Power grid:
Bar = 20 um. Pins as bars on the die edge.
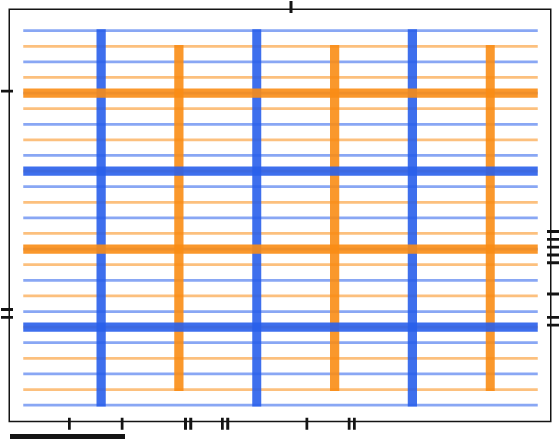
Cells coloured by class:
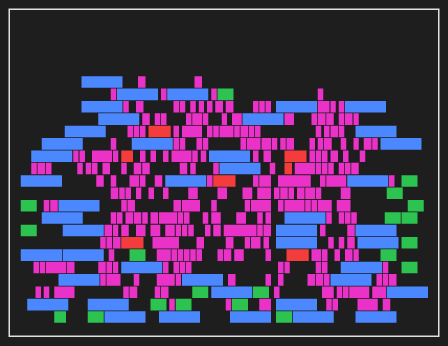
Routed clock nets over the placement:
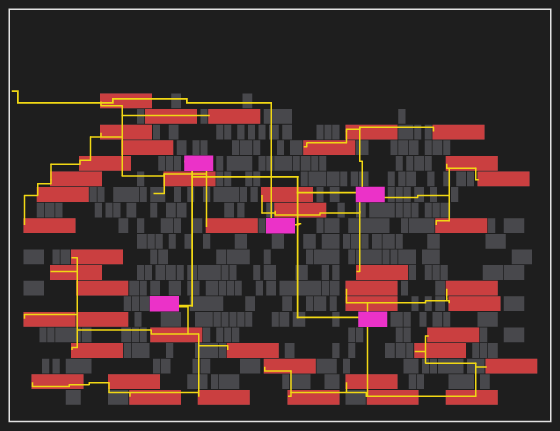
Metal layers overlaid:
Bar = 20 um.
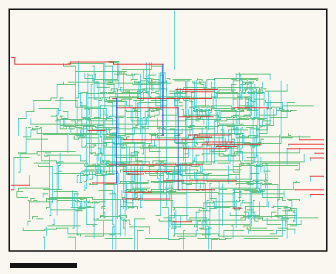
Routing congestion:
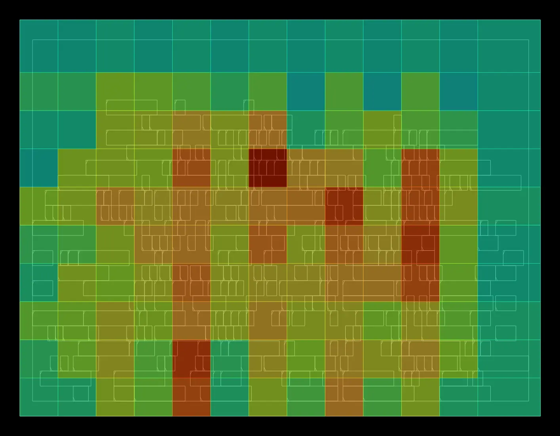
===== config.mk =====
export PLATFORM = sky130hd
export DESIGN_NAME = grade_averager
export DESIGN_NICKNAME = d
export VERILOG_FILES = /design/src/rtl/grade_pkg.sv /design/src/rtl/button_debounce.sv /design/src/rtl/grade_averager.sv
export SDC_FILE = /design/constraint.sdc
export NUM_CORES = 1
export LEC_CHECK = 0
export ABC_AREA = 1
export CAP_MARGIN = 15
export CORE_ASPECT_RATIO = 0.75
export CORE_MARGIN = 2
export CORE_UTILIZATION = 40
export CTS_BUF_LIST = sky130_fd_sc_hd__clkbuf_4 sky130_fd_sc_hd__clkbuf_8
export DETAILED_ROUTE_END_ITERATION = 10
export PLACE_DENSITY = 0.7
export SLEW_MARGIN = 40
export SYNTH_ARGS = -nofsm -noshare
export SYNTH_HDL_FRONTEND = slang
export SYNTH_SLANG_ARGS = --single-unit

===== constraint.sdc =====
create_clock -name clk_2 -period 4.7 [get_ports clk_2]
set_input_delay 1.41 -clock clk_2 [delete_from_list [all_inputs] [get_ports clk_2]]
set_output_delay 1.41 -clock clk_2 [all_outputs]
set_load 0.01 [all_outputs]

===== src/rtl/grade_pkg.sv =====
// Shared types and constants for the grade averager and its decoder.
// Holds the FSM state enum, grade limits and the running-sum width.
package grade_pkg;

    typedef enum logic [1:0] {
        COLLECT = 2'd0,
        DIVIDE  = 2'd1,
        DONE    = 2'd2
    } state_t;

    localparam logic [3:0] MAX_GRADE = 4'd10;
    localparam logic [3:0] FINAL_MIN = 4'd4;
    localparam logic [3:0] PASS_MIN  = 4'd7;

    localparam int SUM_W = 8;

endpackage


===== src/rtl/button_debounce.sv =====
// Button conditioner: 2-flop synchronizer, stability counter, rising pulse.
// Ports: clk, rst_n, btn_in (raw async) -> level_o (stable), pulse_o (0->1).
module button_debounce #(
    parameter int DEBOUNCE_CYCLES = 8
) (
    input  logic clk,
    input  logic rst_n,
    input  logic btn_in,
    output logic level_o,
    output logic pulse_o
);

    localparam int CW = (DEBOUNCE_CYCLES > 1) ? $clog2(DEBOUNCE_CYCLES) : 1;
    localparam logic [CW-1:0] LAST = CW'(DEBOUNCE_CYCLES - 1);

    logic          sync1_q;
    logic          sync2_q;
    logic          stable_q, stable_d;
    logic [CW-1:0] cnt_q, cnt_d;
    logic          pulse_q, pulse_d;

    // cnt_q counts consecutive cycles of disagreement; any agreement
    // (a bounce back) drops it to zero.
    always_comb begin
        stable_d = stable_q;
        cnt_d    = '0;
        pulse_d  = 1'b0;
        if (sync2_q != stable_q) begin
            if (cnt_q == LAST) begin
                stable_d = sync2_q;
                pulse_d  = sync2_q;
            end else begin
                cnt_d = cnt_q + CW'(1);
            end
        end
    end

    always_ff @(posedge clk or negedge rst_n) begin
        if (!rst_n) begin
            sync1_q  <= 1'b0;
            sync2_q  <= 1'b0;
            stable_q <= 1'b0;
            cnt_q    <= '0;
            pulse_q  <= 1'b0;
        end else begin
            sync1_q  <= btn_in;
            sync2_q  <= sync1_q;
            stable_q <= stable_d;
            cnt_q    <= cnt_d;
            pulse_q  <= pulse_d;
        end
    end

    assign level_o = stable_q;
    assign pulse_o = pulse_q;

endmodule


===== src/rtl/grade_averager.sv =====
// Collects NGRADES grades and averages them with a repeated-subtract divider.
// Ports: clk_2, rst_n, grade_in, enter_btn, show_sit, clear ->
//        nota, situacao, count, busy, done, err.
module grade_averager
    import grade_pkg::*;
#(
    parameter int NGRADES         = 4,
    parameter int DEBOUNCE_CYCLES = 8
) (
    input  logic       clk_2,
    input  logic       rst_n,
    input  logic [3:0] grade_in,
    input  logic       enter_btn,
    input  logic       show_sit,
    input  logic       clear,
    output logic [3:0] nota,
    output logic       situacao,
    output logic [3:0] count,
    output logic       busy,
    output logic       done,
    output logic       err
);

    localparam logic [3:0]       NG_CNT = 4'(NGRADES);
    localparam logic [SUM_W-1:0] NG_SUM = SUM_W'(NGRADES);

    logic enter_pulse;
    logic show_sit_s;
    logic enter_lvl_unused;
    logic sit_pulse_unused;

    button_debounce #(.DEBOUNCE_CYCLES(DEBOUNCE_CYCLES)) u_enter_db (
        .clk     (clk_2),
        .rst_n   (rst_n),
        .btn_in  (enter_btn),
        .level_o (enter_lvl_unused),
        .pulse_o (enter_pulse)
    );

    button_debounce #(.DEBOUNCE_CYCLES(DEBOUNCE_CYCLES)) u_sit_db (
        .clk     (clk_2),
        .rst_n   (rst_n),
        .btn_in  (show_sit),
        .level_o (show_sit_s),
        .pulse_o (sit_pulse_unused)
    );

    state_t           state_q, state_d;
    logic [SUM_W-1:0] sum_q, sum_d;
    logic [3:0]       count_q, count_d;
    logic [3:0]       nota_q, nota_d;
    logic             err_q, err_d;
    logic [3:0]       quot_q, quot_d;
    logic [SUM_W-1:0] rem_q, rem_d;

    logic [SUM_W-1:0] base_sum;
    logic [SUM_W-1:0] new_sum;
    logic [3:0]       base_cnt;
    logic [3:0]       new_cnt;

    always_comb begin
        state_d  = state_q;
        sum_d    = sum_q;
        count_d  = count_q;
        nota_d   = nota_q;
        err_d    = err_q;
        quot_d   = quot_q;
        rem_d    = rem_q;
        // A press in DONE opens a fresh set, so accumulate from zero.
        base_sum = (state_q == DONE) ? '0 : sum_q;
        base_cnt = (state_q == DONE) ? 4'd0 : count_q;
        new_sum  = base_sum + {{(SUM_W-4){1'b0}}, grade_in};
        new_cnt  = base_cnt + 4'd1;

        if (clear) begin
            state_d = COLLECT;
            sum_d   = '0;
            count_d = 4'd0;
            nota_d  = 4'd0;
            err_d   = 1'b0;
            quot_d  = 4'd0;
            rem_d   = '0;
        end else begin
            unique case (state_q)
                COLLECT, DONE: begin
                    if (enter_pulse) begin
                        state_d = COLLECT;
                        if (grade_in <= MAX_GRADE) begin
                            sum_d   = new_sum;
                            count_d = new_cnt;
                            nota_d  = grade_in;
                            err_d   = 1'b0;
                            if (new_cnt == NG_CNT) begin
                                state_d = DIVIDE;
                                rem_d   = new_sum;
                                quot_d  = 4'd0;
                            end
                        end else begin
                            sum_d   = base_sum;
                            count_d = base_cnt;
                            err_d   = 1'b1;
                        end
                    end
                end
                DIVIDE: begin
                    if (rem_q >= NG_SUM) begin
                        rem_d  = rem_q - NG_SUM;
                        quot_d = quot_q + 4'd1;
                    end else begin
                        nota_d  = quot_q;
                        state_d = DONE;
                    end
                end
                default: state_d = COLLECT;
            endcase
        end
    end

    always_ff @(posedge clk_2 or negedge rst_n) begin
        if (!rst_n) begin
            state_q <= COLLECT;
            sum_q   <= '0;
            count_q <= 4'd0;
            nota_q  <= 4'd0;
            err_q   <= 1'b0;
            quot_q  <= 4'd0;
            rem_q   <= '0;
        end else begin
            state_q <= state_d;
            sum_q   <= sum_d;
            count_q <= count_d;
            nota_q  <= nota_d;
            err_q   <= err_d;
            quot_q  <= quot_d;
            rem_q   <= rem_d;
        end
    end

    assign nota     = nota_q;
    assign count    = count_q;
    assign err      = err_q;
    assign busy     = (state_q == DIVIDE);
    assign done     = (state_q == DONE);
    assign situacao = (state_q == DONE) && show_sit_s;

endmodule


==> run notes <==
This note records the results obtained with Yosys and OpenROAD.

Outcome
The run finished with clean final reports.

Final layout
The clock network area share is 2.90%. The flow measured a signed area growth from synthesis to layout of 15.0%. The final layout contains a sequential cell count of 44. The plain and repair buffers instantiated in the layout total 20. The layout report lists the multi-input gate area as 0.00111 mm^2. The number of fillers in the final layout is 567. Non-clock buffers make up 7.05% of the layout cell area. The finished layout reports a core utilization of 47.9%. The dominant kind of cell by area is multi-input combinational cells. The multi-input logic cell count is 209. The final net count is 357. Of the total standard cell area in the layout, the sequential portion is 39.3%.

The flip-flop and latch area is 0.00110 mm^2. By instance count after routing, the leading logic cell types are sky130_fd_sc_hd__nand2_1, sky130_fd_sc_hd__inv_1, sky130_fd_sc_hd__dfrtp_1. The fraction of cell area in multi-input combinational cells is reported as 39.7%. The library cell used most frequently in the layout, excluding fill and tap cells, is sky130_fd_sc_hd__nand2_1. Counting the inverters off the clock network in the layout gives 56. After layout, the clock buffer instance count stands at 6.

Timing
The final setup skew is 6.31 ps. The final number of max-transition violations is 0. The setup TNS is 0 ps. Across all hold checks on the routed design, the worst slack comes to 366 ps. At the pin with the least slew margin, the transition time is 748 ps. Dividing the final minimum period by the clock period gives 68.8%. The worst path needs 3230 ps of the cycle, external delays included. The setup slack after layout is 1470 ps. The worst slew slack as a fraction of its limit is 49.9%. Setup repair after global routing left no endpoint under its margin.

The final timing report lists a hold violation count of 0. The upper clock frequency limit is 0.309 GHz.

Floorplan
The y dimension of the die is 71.6 um. The area of the core is 0.00586 mm^2. The floorplan report lists the tap cell count as 78. The total I/O pin count is 21.

The starting utilization of the core area is 41.6%. The die boundary width is 94.1 um.

Job
The number of maximum-capacitance violations recorded for the run is 0. The total number of warnings across the stage logs is 27.

Worst setup path
The startpoint type of the worst setup path is a flop. The maximum fanout along the worst path is 8. The worst register-to-register path depth is 12. The critical path required time is 3290 ps. The worst setup path is captured at an output port. The critical path is of the reg2out type.

For the worst reg-to-reg path, the startpoint reported by OpenROAD is state_q[1]. The arrival time reported for the critical path endpoint is 1820 ps. STA reports a reg2reg setup slack of 2420 ps.

Logic synthesis
After synthesis, the design contains 310 cells according to Yosys. Summing every instance area after synthesis gives 0.00244 mm^2. The fraction of the yosys area taken by sequential cells is 45.2%. For reference, the mux area share after synthesis is 0%. The yosys synthesis warning count is 0. The parity-gate share of the synthesized area counting xor and xnor cells is 2.52%.

For reference, full adder, half adder and majority cells occupy 6.47% of the area reported after synthesis. Once synthesis finished, the tally of register bits stood at 44. The post-synthesis net count is 331. The area of the synthesized netlist per yosys stat is 0.00244 mm^2. The gate-level netlist out of Yosys references 28 unique cell types.

The cell count after synthesis is 310.

CTS
TritonCTS created 5 clock buffers. The maximum clock insertion buffer count is 2. Post-CTS timing repair inserted 0 buffers for setup. The CTS H-tree depth is 2. The clock sink count is 44. In this run, post-CTS hold repair placed 0 buffers.

The later pin in the worst-skew pair is clocked with a latency of 300 ps.

Global route
The number of antenna violations at the first check in global routing is 0. The pin count of the biggest net entering global routing is 45. The first global-routing pass estimated 9330 um of wire. Global routing finished with a remaining overflow of 0. The number of global-route vias before repair was 1929.

Worst hold path
The path category of the worst min-delay check is reg2reg. The path with the worst hold slack has its endpoint at u_enter_db.sync2_q.

Route
The DRC violation count after routing is 0. For this run, the detailed router's first-pass iteration total came to 5. The number of vias per cell is 4.95.

The total routed wirelength is 5490 um. Once iteration 0 of detailed routing completed, the report listed 190 DRC markers. The count of nets left with antenna violations once routing finished came out at 0.

The routed via count is 2049.

Place
The global placement routability congestion is 0.813. Buffers placed on the I/O ports in this run total 20. The half-perimeter wire length of the detailed placement result is 4100 um. The placement-stage worst setup slack is 1330 ps.

Power and ir drop
Per the summary, power density relative to cell area is 287 mW/mm^2. The total power of the final layout is 0.806 mW. The worst-case IR drop observed on VDD is 0.162 mV.
## Picture notes: 'power grid'
net	colour
VSS	blue
VDD	orange
rows	24
met5 straps	4
signal pins	21

## Picture notes: 'cells coloured by class'
class	colour	cells	share of their area
remaining logic cells	magenta	265	49%
sequential cells	blue	44	41%
clock drivers and dummy loads	red	7	3.0%
remaining buffers and delay cells	green	20	7.3%

## Picture notes: 'routed clock nets over the placement'
[flip-flops] red | count: 44
[clock-net drivers] magenta | count: 5
[clock wires] yellow | length: 599 um
routed clock nets	6
flops lie	all over the die

## Picture notes: 'metal layers overlaid'
layer	colour	wire length
M2	cyan	2250 um
M4	blue	70.7 um
M3	red	396 um
M1	green	2770 um

## Picture notes: 'routing congestion'
grt met2 use: 26.3%
WL/cell: 13.3 um
Total Routing Usage GR: 18.0%
met3 Usage GRT: 4.84%
global-route layer with the greatest usage: met1

==> where the power goes <==
part / internal (mW) / switching, mW
clock: 0.107 / 0.130
combinational: 0.0537 / 0.0810
sequential: 0.415 / 0.0187
total: 0.576 / 0.230
==> synth_stat cells <==
library cell | number | area share [%]
sky130_fd_sc_hd__a31oi_1 | 1 | 0.26
sky130_fd_sc_hd__ha_1 | 11 | 5.6
sky130_fd_sc_hd__o31ai_1 | 2 | 0.62
sky130_fd_sc_hd__nand4_1 | 3 | 0.77
sky130_fd_sc_hd__nand3b_1 | 2 | 0.62
sky130_fd_sc_hd__nor2_4 | 3 | 1.4
sky130_fd_sc_hd__clkinv_1 | 1 | 0.15
sky130_fd_sc_hd__inv_2 | 5 | 0.77
sky130_fd_sc_hd__xor2_1 | 4 | 1.4
sky130_fd_sc_hd__nor3_1 | 5 | 1.0
sky130_fd_sc_hd__nand2_1 | 74 | 11
sky130_fd_sc_hd__nor3_4 | 1 | 0.67
sky130_fd_sc_hd__nand2_2 | 1 | 0.26
sky130_fd_sc_hd__nor2_2 | 3 | 0.77
sky130_fd_sc_hd__dfrtp_1 | 44 | 45
sky130_fd_sc_hd__buf_6 | 1 | 0.46
sky130_fd_sc_hd__inv_4 | 1 | 0.26
sky130_fd_sc_hd__a21oi_1 | 9 | 1.8
sky130_fd_sc_hd__o21ai_1 | 4 | 0.82
sky130_fd_sc_hd__nor2_1 | 36 | 5.5
sky130_fd_sc_hd__fa_1 | 1 | 0.82
sky130_fd_sc_hd__inv_1 | 49 | 7.5
sky130_fd_sc_hd__nand3_1 | 20 | 4.1
sky130_fd_sc_hd__nor2_8 | 1 | 0.82
sky130_fd_sc_hd__o22ai_1 | 9 | 2.3
sky130_fd_sc_hd__o21ai_2 | 1 | 0.36
sky130_fd_sc_hd__xnor2_1 | 3 | 1.1
sky130_fd_sc_hd__o21ai_0 | 15 | 3.1
==> layer usage <==
layer	GRT usage [%]	wire [um]	vias up	share of wire, %
met4	4.03	70	0	1.3
li1	-	-	1028	-
met2	26.3	2250	58	41
met3	4.84	395	9	7.2
met1	26.9	2770	954	50
met5	0	0	-	0
==> worst max-delay path, stage by stage, from the launching register on <==
cell	delay, ps
sky130_fd_sc_hd__dfrtp_1	510
sky130_fd_sc_hd__inv_1	90
sky130_fd_sc_hd__nor2_2	310
sky130_fd_sc_hd__clkdlybuf4s50_1	610
==> registers in the layout, summed over array words and instances, names as in the netlist, 2 cells and up <==
name and cells:
quot_q 4, rem_q 8, nota 4, u_enter_db.cnt_q 3, u_sit_db.cnt_q 3, count 4
sum_q 8, state_q 2
==> metrics by stage <==
step,instance area (um^2),cells
floorplan,2440,310
global placement,2720,407
detailed placement,2720,407
CTS,2800,414
global route,2800,414
finish,2800,414
==> worst max-delay path by stage <==
stage / cells past startpoint / to / slack, ps / start
after global routing: 3 / done / 1370 / state_q[1]
after CTS: 3 / done / 1480 / state_q[1]
after global placement: 10 / rem_q[4] / 1360 / grade_in[0]
final: 3 / done / 1470 / state_q[1]
after floorplan: 9 / rem_q[4] / 2000 / grade_in[0]
after detailed placement: 10 / rem_q[4] / 1330 / grade_in[0]
Power and IR drop assume default switching activity.
